===== src/rtl/hamming_pkg.sv =====
// Shared types, widths and pure Hamming (12,8) SEC functions for the scheduler and its engine.
// Codeword bit i-1 holds Hamming position i; parity sits at positions 1, 2, 4 and 8.
package hamming_pkg;
    localparam int CW_W  = 12;
    localparam int D_W   = 8;
    localparam int SYN_W = 4;

    localparam int P1_POS = 1;
    localparam int P2_POS = 2;
    localparam int P4_POS = 4;
    localparam int P8_POS = 8;

    // Each mask selects every position whose index has the matching bit set.
    localparam logic [CW_W-1:0] M1 = 12'h555;
    localparam logic [CW_W-1:0] M2 = 12'h666;
    localparam logic [CW_W-1:0] M4 = 12'h878;
    localparam logic [CW_W-1:0] M8 = 12'hF80;

    typedef enum logic { SRC_ENC = 1'b0, SRC_DEC = 1'b1 } src_t;
    typedef enum logic [1:0] { ST_IDLE, ST_BUSY, ST_RESP } state_t;

    typedef struct packed {
        src_t             src;
        logic [CW_W-1:0]  code;
        logic [D_W-1:0]   data;
        logic [SYN_W-1:0] syndrome;
        logic             corrected;
        logic             uncorr;
    } result_t;

    function automatic logic [CW_W-1:0] ham_encode(input logic [D_W-1:0] d);
        logic [CW_W-1:0] cw;
        logic p1, p2, p4, p8;
        cw = {d[7:4], 1'b0, d[3:1], 1'b0, d[0], 2'b00};
        p1 = ^(cw & M1);
        p2 = ^(cw & M2);
        p4 = ^(cw & M4);
        p8 = ^(cw & M8);
        cw[P1_POS-1] = p1;
        cw[P2_POS-1] = p2;
        cw[P4_POS-1] = p4;
        cw[P8_POS-1] = p8;
        return cw;
    endfunction

    function automatic logic [SYN_W-1:0] ham_syndrome(input logic [CW_W-1:0] cw);
        return {^(cw & M8), ^(cw & M4), ^(cw & M2), ^(cw & M1)};
    endfunction

    function automatic logic [D_W-1:0] ham_extract(input logic [CW_W-1:0] cw);
        return {cw[11:8], cw[6:4], cw[2]};
    endfunction
endpackage


===== src/rtl/hamming_sched_if.sv =====
// Request, grant and response bundle between the requesters/consumer and the scheduler.
interface hamming_sched_if import hamming_pkg::*; ();
    logic                enc_req;
    logic [D_W-1:0]      enc_data;
    logic                enc_gnt;
    logic                dec_req;
    logic [CW_W-1:0]     dec_cw;
    logic                dec_gnt;
    logic                rsp_valid;
    logic                rsp_ready;
    logic                rsp_src;
    logic [CW_W-1:0]     rsp_code;
    logic [D_W-1:0]      rsp_data;
    logic [SYN_W-1:0]    rsp_syndrome;
    logic                rsp_corrected;
    logic                rsp_uncorr;
    logic                busy;
    logic [7:0]          err_count;

    modport master (
        output enc_req, enc_data, dec_req, dec_cw, rsp_ready,
        input  enc_gnt, dec_gnt, rsp_valid, rsp_src, rsp_code, rsp_data,
               rsp_syndrome, rsp_corrected, rsp_uncorr, busy, err_count
    );

    modport slave (
        input  enc_req, enc_data, dec_req, dec_cw, rsp_ready,
        output enc_gnt, dec_gnt, rsp_valid, rsp_src, rsp_code, rsp_data,
               rsp_syndrome, rsp_corrected, rsp_uncorr, busy, err_count
    );
endinterface


===== src/rtl/hamming_engine.sv =====
// LAT-stage Hamming (12,8) pipeline: the first stage computes encode or decode on load,
// later stages only delay the result so the scheduler sees it after a fixed latency.
module hamming_engine
    import hamming_pkg::*;
#(
    parameter int LAT = 2
) (
    input  logic            clk,
    input  logic            i_load,
    input  src_t            i_op,
    input  logic [CW_W-1:0] i_payload,
    output result_t         o_result
);
    result_t          w_result;
    logic [SYN_W-1:0] w_syn;
    logic [CW_W-1:0]  w_fixed;
    result_t          r_pipe [LAT];

    always_comb begin
        w_result = '0;
        w_syn    = ham_syndrome(i_payload);
        w_fixed  = i_payload;
        w_result.src = i_op;
        if (i_op == SRC_ENC) begin
            w_result.code = ham_encode(i_payload[D_W-1:0]);
            w_result.data = i_payload[D_W-1:0];
        end else begin
            if (w_syn >= 4'd1 && w_syn <= 4'd12) begin
                w_fixed[w_syn - 4'd1] = ~i_payload[w_syn - 4'd1];
            end
            w_result.code      = w_fixed;
            w_result.data      = ham_extract(w_fixed);
            w_result.syndrome  = w_syn;
            w_result.corrected = (w_syn >= 4'd1) && (w_syn <= 4'd12);
            w_result.uncorr    = (w_syn >= 4'd13);
        end
    end

    // NOTE: pure datapath stages carry no reset; the scheduler never consumes them
    // before a load has flowed through, so resetting them would only add routing.
    always_ff @(posedge clk) begin
        if (i_load) begin
            r_pipe[0] <= w_result;
        end
        for (int i = 1; i < LAT; i++) begin
            r_pipe[i] <= r_pipe[i-1];
        end
    end

    assign o_result = r_pipe[LAT-1];
endmodule


===== src/rtl/hamming_sched.sv =====
// Round-robin scheduler sharing one Hamming engine between an encode and a decode requester,
// returning each result on a valid/ready port and counting decode errors.
module hamming_sched
    import hamming_pkg::*;
#(
    parameter int LAT = 2
) (
    input  logic               clk,
    input  logic               rst,
    hamming_sched_if.slave     bus
);
    localparam logic [2:0] LAT_C = 3'(LAT);

    state_t          r_state;
    src_t            r_prio;
    logic [2:0]      r_cnt;
    result_t         r_rsp;
    logic [7:0]      r_err_count;

    logic            w_idle;
    logic            w_enc_gnt;
    logic            w_dec_gnt;
    logic            w_load;
    src_t            w_op;
    logic [CW_W-1:0] w_payload;
    result_t         w_eng;

    // NOTE: grants are combinational so the payload is captured on the accept edge;
    // gating with rst keeps them low while the block is held in reset.
    assign w_idle    = (r_state == ST_IDLE) && !rst;
    assign w_enc_gnt = w_idle && bus.enc_req && (!bus.dec_req || r_prio == SRC_ENC);
    assign w_dec_gnt = w_idle && bus.dec_req && (!bus.enc_req || r_prio == SRC_DEC);
    assign w_load    = w_enc_gnt || w_dec_gnt;
    assign w_op      = w_dec_gnt ? SRC_DEC : SRC_ENC;
    assign w_payload = w_dec_gnt ? bus.dec_cw : {{(CW_W-D_W){1'b0}}, bus.enc_data};

    hamming_engine #(.LAT(LAT)) u_engine (
        .clk       (clk),
        .i_load    (w_load),
        .i_op      (w_op),
        .i_payload (w_payload),
        .o_result  (w_eng)
    );

    always_ff @(posedge clk or posedge rst) begin
        if (rst) begin
            r_state     <= ST_IDLE;
            r_prio      <= SRC_ENC;
            r_cnt       <= '0;
            r_rsp       <= '0;
            r_err_count <= '0;
        end else begin
            case (r_state)
                ST_IDLE: begin
                    if (w_load) begin
                        r_state <= ST_BUSY;
                        r_cnt   <= 3'd1;
                        r_prio  <= w_dec_gnt ? SRC_ENC : SRC_DEC;
                    end
                end
                ST_BUSY: begin
                    if (r_cnt == LAT_C) begin
                        r_state <= ST_RESP;
                        r_rsp   <= w_eng;
                    end else begin
                        r_cnt <= r_cnt + 3'd1;
                    end
                end
                ST_RESP: begin
                    if (bus.rsp_ready) begin
                        r_state <= ST_IDLE;
                        if (r_rsp.src == SRC_DEC && r_rsp.syndrome != '0 && r_err_count != 8'hFF) begin
                            r_err_count <= r_err_count + 8'd1;
                        end
                    end
                end
                default: r_state <= ST_IDLE;
            endcase
        end
    end

    assign bus.enc_gnt       = w_enc_gnt;
    assign bus.dec_gnt       = w_dec_gnt;
    assign bus.rsp_valid     = (r_state == ST_RESP);
    assign bus.busy          = (r_state != ST_IDLE);
    assign bus.rsp_src       = r_rsp.src;
    assign bus.rsp_code      = r_rsp.code;
    assign bus.rsp_data      = r_rsp.data;
    assign bus.rsp_syndrome  = r_rsp.syndrome;
    assign bus.rsp_corrected = r_rsp.corrected;
    assign bus.rsp_uncorr    = r_rsp.uncorr;
    assign bus.err_count     = r_err_count;
endmodule

===== src/flat_wrapper.sv =====
// flat-port wrapper written by rule: the top's interface ports become plain ports
module hamming_sched_flat import hamming_pkg::*;
#(
    parameter int LAT = 2
)
  (clk, rst, bus_enc_req, bus_enc_data, bus_dec_req, bus_dec_cw, bus_rsp_ready, bus_enc_gnt, bus_dec_gnt, bus_rsp_valid, bus_rsp_src, bus_rsp_code, bus_rsp_data, bus_rsp_syndrome, bus_rsp_corrected, bus_rsp_uncorr, bus_busy, bus_err_count);
  hamming_sched_if bus_i ();
  input  logic clk;
  input  logic rst;
  input wire logic [$bits(bus_i.enc_req)-1:0] bus_enc_req;
  input wire logic [$bits(bus_i.enc_data)-1:0] bus_enc_data;
  input wire logic [$bits(bus_i.dec_req)-1:0] bus_dec_req;
  input wire logic [$bits(bus_i.dec_cw)-1:0] bus_dec_cw;
  input wire logic [$bits(bus_i.rsp_ready)-1:0] bus_rsp_ready;
  output wire logic [$bits(bus_i.enc_gnt)-1:0] bus_enc_gnt;
  output wire logic [$bits(bus_i.dec_gnt)-1:0] bus_dec_gnt;
  output wire logic [$bits(bus_i.rsp_valid)-1:0] bus_rsp_valid;
  output wire logic [$bits(bus_i.rsp_src)-1:0] bus_rsp_src;
  output wire logic [$bits(bus_i.rsp_code)-1:0] bus_rsp_code;
  output wire logic [$bits(bus_i.rsp_data)-1:0] bus_rsp_data;
  output wire logic [$bits(bus_i.rsp_syndrome)-1:0] bus_rsp_syndrome;
  output wire logic [$bits(bus_i.rsp_corrected)-1:0] bus_rsp_corrected;
  output wire logic [$bits(bus_i.rsp_uncorr)-1:0] bus_rsp_uncorr;
  output wire logic [$bits(bus_i.busy)-1:0] bus_busy;
  output wire logic [$bits(bus_i.err_count)-1:0] bus_err_count;
  assign bus_i.enc_req = bus_enc_req;
  assign bus_i.enc_data = bus_enc_data;
  assign bus_i.dec_req = bus_dec_req;
  assign bus_i.dec_cw = bus_dec_cw;
  assign bus_i.rsp_ready = bus_rsp_ready;
  assign bus_enc_gnt = bus_i.enc_gnt;
  assign bus_dec_gnt = bus_i.dec_gnt;
  assign bus_rsp_valid = bus_i.rsp_valid;
  assign bus_rsp_src = bus_i.rsp_src;
  assign bus_rsp_code = bus_i.rsp_code;
  assign bus_rsp_data = bus_i.rsp_data;
  assign bus_rsp_syndrome = bus_i.rsp_syndrome;
  assign bus_rsp_corrected = bus_i.rsp_corrected;
  assign bus_rsp_uncorr = bus_i.rsp_uncorr;
  assign bus_busy = bus_i.busy;
  assign bus_err_count = bus_i.err_count;
  hamming_sched #(.LAT(LAT)) u_core (.clk(clk), .rst(rst), .bus(bus_i));
endmodule

===== config.mk =====
export PLATFORM = sky130hd
export DESIGN_NAME = hamming_sched_flat
export DESIGN_NICKNAME = d
export VERILOG_FILES = /design/src/rtl/hamming_pkg.sv /design/src/rtl/hamming_sched_if.sv /design/src/rtl/hamming_engine.sv /design/src/rtl/hamming_sched.sv /design/src/flat_wrapper.sv
export SDC_FILE = /design/constraint.sdc
export NUM_CORES = 1
export LEC_CHECK = 0
export CORE_MARGIN = 1
export CORE_UTILIZATION = 48
export CTS_BUF_LIST = sky130_fd_sc_hd__clkbuf_16
export DETAILED_ROUTE_END_ITERATION = 8
export PLACE_DENSITY = 0.74
export SKIP_LAST_GASP = 1
export SLEW_MARGIN = 20
export SYNTH_ARGS = -nofsm -noshare
export SYNTH_HDL_FRONTEND = slang
export SYNTH_SLANG_ARGS = --single-unit

===== constraint.sdc =====
create_clock -name clk -period 4.1 [get_ports clk]
set_clock_uncertainty 0.1 [all_clocks]
set_input_delay 0.82 -clock clk [delete_from_list [all_inputs] [get_ports clk]]
set_output_delay 0.82 -clock clk [all_outputs]
set_load 0.05 [all_outputs]

met1.png
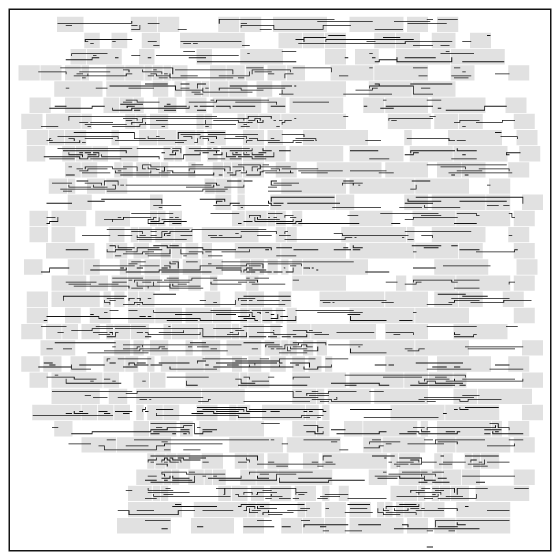
- nets with wire on the layer: 415
- main direction: horizontal
- share of all routed wire: 45%
- wire length on this layer: 3,870 um
met1 Track Usage GR: 0.297
via count: 2,944
drt total wl: 8.70 mm

met2.png
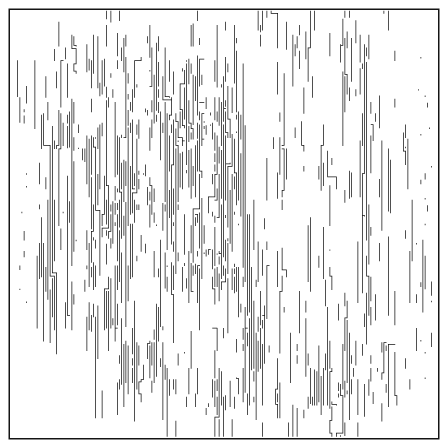
- wire length on this layer: 4,100 um
- nets with wire on the layer: 410
- share of all routed wire: 47%
- longest straight run: 43.2 um
- main direction: vertical
GR Layer Usage met2: 0.365

==> impl_metrics.csv <==
group,metric,value,unit
synthesis,synth.distinct_cells,54,
finish,clock_area_frac,0.0550,
worst_setup_path,crit_path_end,"u_core.u_engine.r_pipe[0][15]",
die,core,7690,um2
outcome,status,"finished clean",
finish,nFillCells,610,
synthesis,yosys_cells,352,
power_and_ir_drop,leakage,0.00222,uW
placement,postPlaceCellArea,4780,um2
sta,finalMaxSlewViolations,0,
finish,n_antenna_cell,0,
clock_tree,ctsHoldBuffers,0,
die,chipArea,8250,um2
clock_tree,cts_buffers,9,
finish,n_clock_buffer,10,
sta,relSlewSlack,0.648,
synthesis,yosysWarnings,0,
finish,n_sequential_cell,71,
detailed_routing,wl_met1,3.87,mm
global_route,grt_pass1_vias,2877,
finish,comb_cells,243,
detailed_routing,top_layer,"met4",
sequential cells by signal, summed over array words and instances (netlist names):
name / flops
u_core.bus.rsp_src: 1
u_core.bus.rsp_uncorr: 1
u_core.r_state: 2
u_core.bus.rsp_corrected: 1
u_core.bus.err_count: 8
u_core.bus.rsp_code: 12
u_core.r_cnt: 3
u_core.r_prio: 1
u_core.bus.rsp_syndrome: 4
u_core.u_engine.r_pipe: 38
critical path, stage by stage:
cell and delay [ps]:
dlygate4sd2_1 300, xnor2_2 190, xnor3_1 460, nor2_2 150, a21oi_2 60, ha_1 290
o21ai_1 60, or4_1 480, o22a_1 260, a221oi_4 410, nor4_4 100, a221o_1 340
what timing repair did:
item,4_1_cts,5_1_grt
setup endpoints to repair,5,7
resized,17,8
setup buffers,2,1
pin swaps,13,9
Power is estimated from default activity; no workload was simulated.
